**config.mk**
```make
export PLATFORM = sky130hd
export DESIGN_NAME = mem_bus_reader
export DESIGN_NICKNAME = d
export VERILOG_FILES = /design/src/rtl/mem_bus_reader.sv
export SDC_FILE = /design/constraint.sdc
export NUM_CORES = 1
export LEC_CHECK = 0
export CAP_MARGIN = 30
export CORE_ASPECT_RATIO = 1.1
export CORE_UTILIZATION = 44
export DETAILED_ROUTE_END_ITERATION = 16
export GPL_TIMING_DRIVEN = 0
export HOLD_SLACK_MARGIN = 0.12
export PLACE_DENSITY = 0.78
export SYNTH_ARGS = -nofsm -noshare
export SYNTH_HDL_FRONTEND = slang
export SYNTH_SLANG_ARGS = --single-unit
```
**constraint.sdc**
```tcl
create_clock -name Clock -period 1.9 [get_ports Clock]
set_clock_uncertainty 0.05 [all_clocks]
set_input_delay 0.38 -clock Clock [delete_from_list [all_inputs] [get_ports Clock]]
set_output_delay 0.38 -clock Clock [all_outputs]
set_load 0.1 [all_outputs]
```
**src/rtl/mem_bus_reader.sv**
```systemverilog
// Burst reader for a shared tri-state register bus: selects one register at a
// time, captures its word and holds it until the consumer takes it.
module mem_bus_reader #(
    parameter int NrOfBits = 8,
    parameter int NrOfRegs = 16,
    parameter int AddrBits = 4
) (
    input  logic                Clock,
    input  logic                Reset,
    input  logic                Tick,
    input  logic                start,
    input  logic [AddrBits-1:0] base_addr,
    input  logic [AddrBits-1:0] count,
    input  logic [NrOfBits-1:0] bus_in,
    input  logic                rd_ready,
    output logic [NrOfRegs-1:0] cs_n,
    output logic [NrOfBits-1:0] rd_data,
    output logic                rd_valid,
    output logic [AddrBits-1:0] rd_index,
    output logic                busy,
    output logic                done,
    output logic                err
);

    typedef enum logic [2:0] {IDLE, SELECT, CAPTURE, HOLD, DONE} state_t;

    localparam logic [AddrBits:0]   REGS = (AddrBits+1)'(NrOfRegs);
    localparam logic [AddrBits-1:0] LAST = AddrBits'(NrOfRegs - 1);
    localparam logic [AddrBits-1:0] ONE  = AddrBits'(1);

    state_t              state, state_nxt;
    logic [AddrBits-1:0] cur_addr, remaining;
    logic [NrOfRegs-1:0] sel;
    logic                bad_req;

    assign bad_req = ({1'b0, base_addr} >= REGS);
    assign sel     = NrOfRegs'(1) << cur_addr;
    assign busy    = (state != IDLE);
    assign done    = (state == DONE);

    always_comb begin
        state_nxt = state;
        cs_n      = '1;
        case (state)
            IDLE: begin
                if (start && !bad_req)
                    state_nxt = (count == '0) ? DONE : SELECT;
            end
            SELECT: begin
                cs_n      = ~sel;
                state_nxt = CAPTURE;
            end
            CAPTURE: begin
                cs_n      = ~sel;
                state_nxt = HOLD;
            end
            HOLD: begin
                // cs_n released here gives every select a high gap before the next one
                if (rd_ready)
                    state_nxt = (remaining == ONE) ? DONE : SELECT;
            end
            DONE:    state_nxt = IDLE;
            default: state_nxt = IDLE;
        endcase
    end

    always_ff @(posedge Clock or posedge Reset) begin
        if (Reset) begin
            state     <= IDLE;
            cur_addr  <= '0;
            remaining <= '0;
            rd_data   <= '0;
            rd_index  <= '0;
            rd_valid  <= 1'b0;
            err       <= 1'b0;
        end else if (Tick) begin
            state <= state_nxt;
            err   <= 1'b0;
            case (state)
                IDLE: begin
                    if (start) begin
                        if (bad_req) begin
                            err <= 1'b1;
                        end else begin
                            cur_addr  <= base_addr;
                            remaining <= count;
                        end
                    end
                end
                CAPTURE: begin
                    rd_data  <= bus_in;
                    rd_index <= cur_addr;
                    rd_valid <= 1'b1;
                end
                HOLD: begin
                    if (rd_ready) begin
                        rd_valid  <= 1'b0;
                        remaining <= remaining - ONE;
                        if (remaining != ONE)
                            cur_addr <= (cur_addr == LAST) ? '0 : cur_addr + ONE;
                    end
                end
                default: ;
            endcase
        end
    end

endmodule

```
### Metal 2

Drawn at 8 px/um.
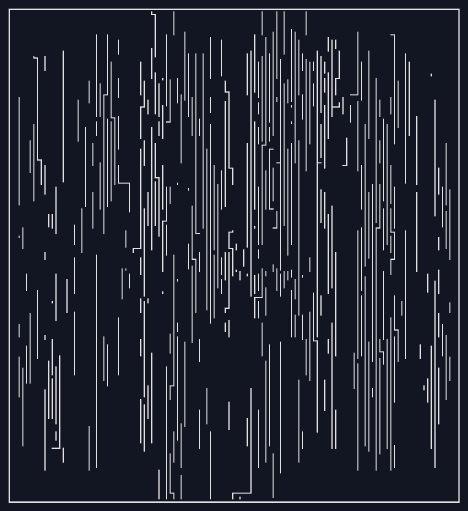
wire length on this layer: 2160 um
share of all routed wire: 55%
longest straight run: 35.7 um
Vias: 1386
Routed WL: 3.93 mm

### Wires at chosen ports, followed through buffers

Drawn at 4 px/um.
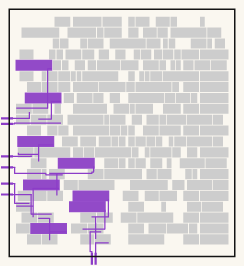
legend:
  purple:
    port: rd_data
    bits: 8
    direction: output
    edge: 6 west, 2 south
    end_cells: 8
    buffers: 8
    wire: 191 um
I/O pin cnt: 53
Port Buffers: 51

### Placed standard cells

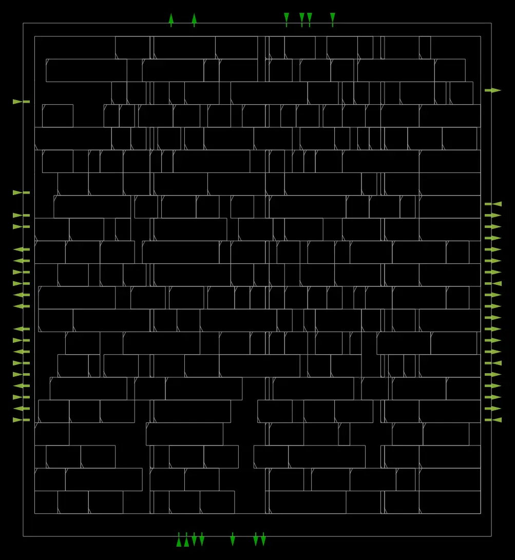
final std cells w/o fill: 247
flop share of the area: 24.2%
Util after Layout: 81.9%
flip-flops: 24

### Ports around the boundary

Drawn at 8 px/um. Pins as bars across the die edge, other pins in grey.
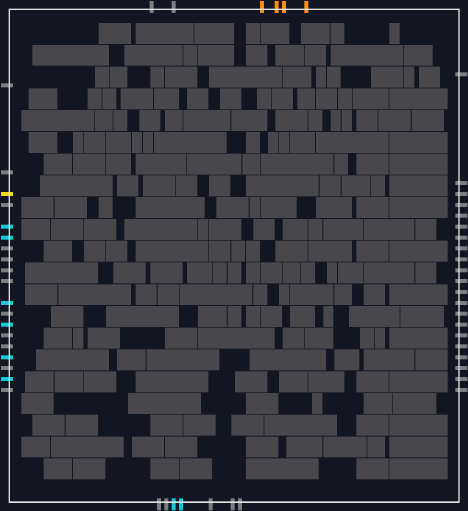
legend:
  yellow:
    port: start
    pins: 1
    direction: input
    edge: west
  orange:
    port: count
    pins: 4
    direction: input
    edge: north
  cyan:
    port: rd_data
    pins: 8
    direction: output
    edge: 6 west, 2 south
Die Y-Extent: 61.4 um
die width: 56.0 um

### Metal layers overlaid

Drawn at 4 px/um. Only two layers are drawn.
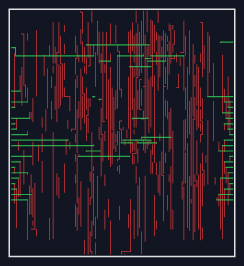
legend:
  red:
    layer: met2
    wire_length: 2160 um
  green:
    layer: met3
    wire_length: 230 um
all-layer global routing usage: 22.0%
wire per inst: 15.9 um

==> flow_metrics.tcl <==
# metrics dict for downstream scripts
set metrics [dict create \
    status "complete, but fails checks" \
    numSynthFlops 24 \
    worst-r2r-cell-count 5 \
    post_cts_buffers 13 \
    antenna_found_initial 0 \
    fin_ws_ns -0.283 \
    clock_area_share_pct 1.45 \
    crit_path_end_kind "output pin" \
    violations "setup timing" \
    ys_seq_share_pct 42.5 \
    dr_wl_met2_mm 2.16 \
    clk_latency_ns 0.32 \
    synthesis.nets 174 \
    setup_viol 24 \
    num-nonclk-buffers 73 \
    drt-met1-wl_mm 1.48 \
    crit_fanout 5 \
    ys_area_sq_um 1410 \
    nonClkBufAreaFrac_pct 34.8 \
    nWellTaps 34 \
    finalCriticalPeriod_ns 2.18 \
]
==> worst min-delay path by stage <==
stage	start	to	slack, ns
3_3_place_gp	rd_valid	rd_valid	0.41
6_report	rd_valid	rd_valid	0.45
2_1_floorplan	Reset	cur_addr[0]	0.34
3_5_place_dp	rd_valid	rd_valid	0.42
5_1_grt	rd_valid	rd_valid	0.49
4_1_cts	rd_valid	rd_valid	0.45
==> registers in the layout, summed over array words and instances, names as in the netlist <==
name	count
cur_addr	4
rd_data	8
rd_index	4
rd_valid	1
remaining	4
state	3
==> cell families after synthesis <==
family          synth area share [%]
flops                           42.5
compound gates                  13.9
mux                             11.1
simple gates                    19.0
other cells                    0.265
xor+xnor                       0.620
buf+inv                         5.49
fa+ha+maj                       7.09
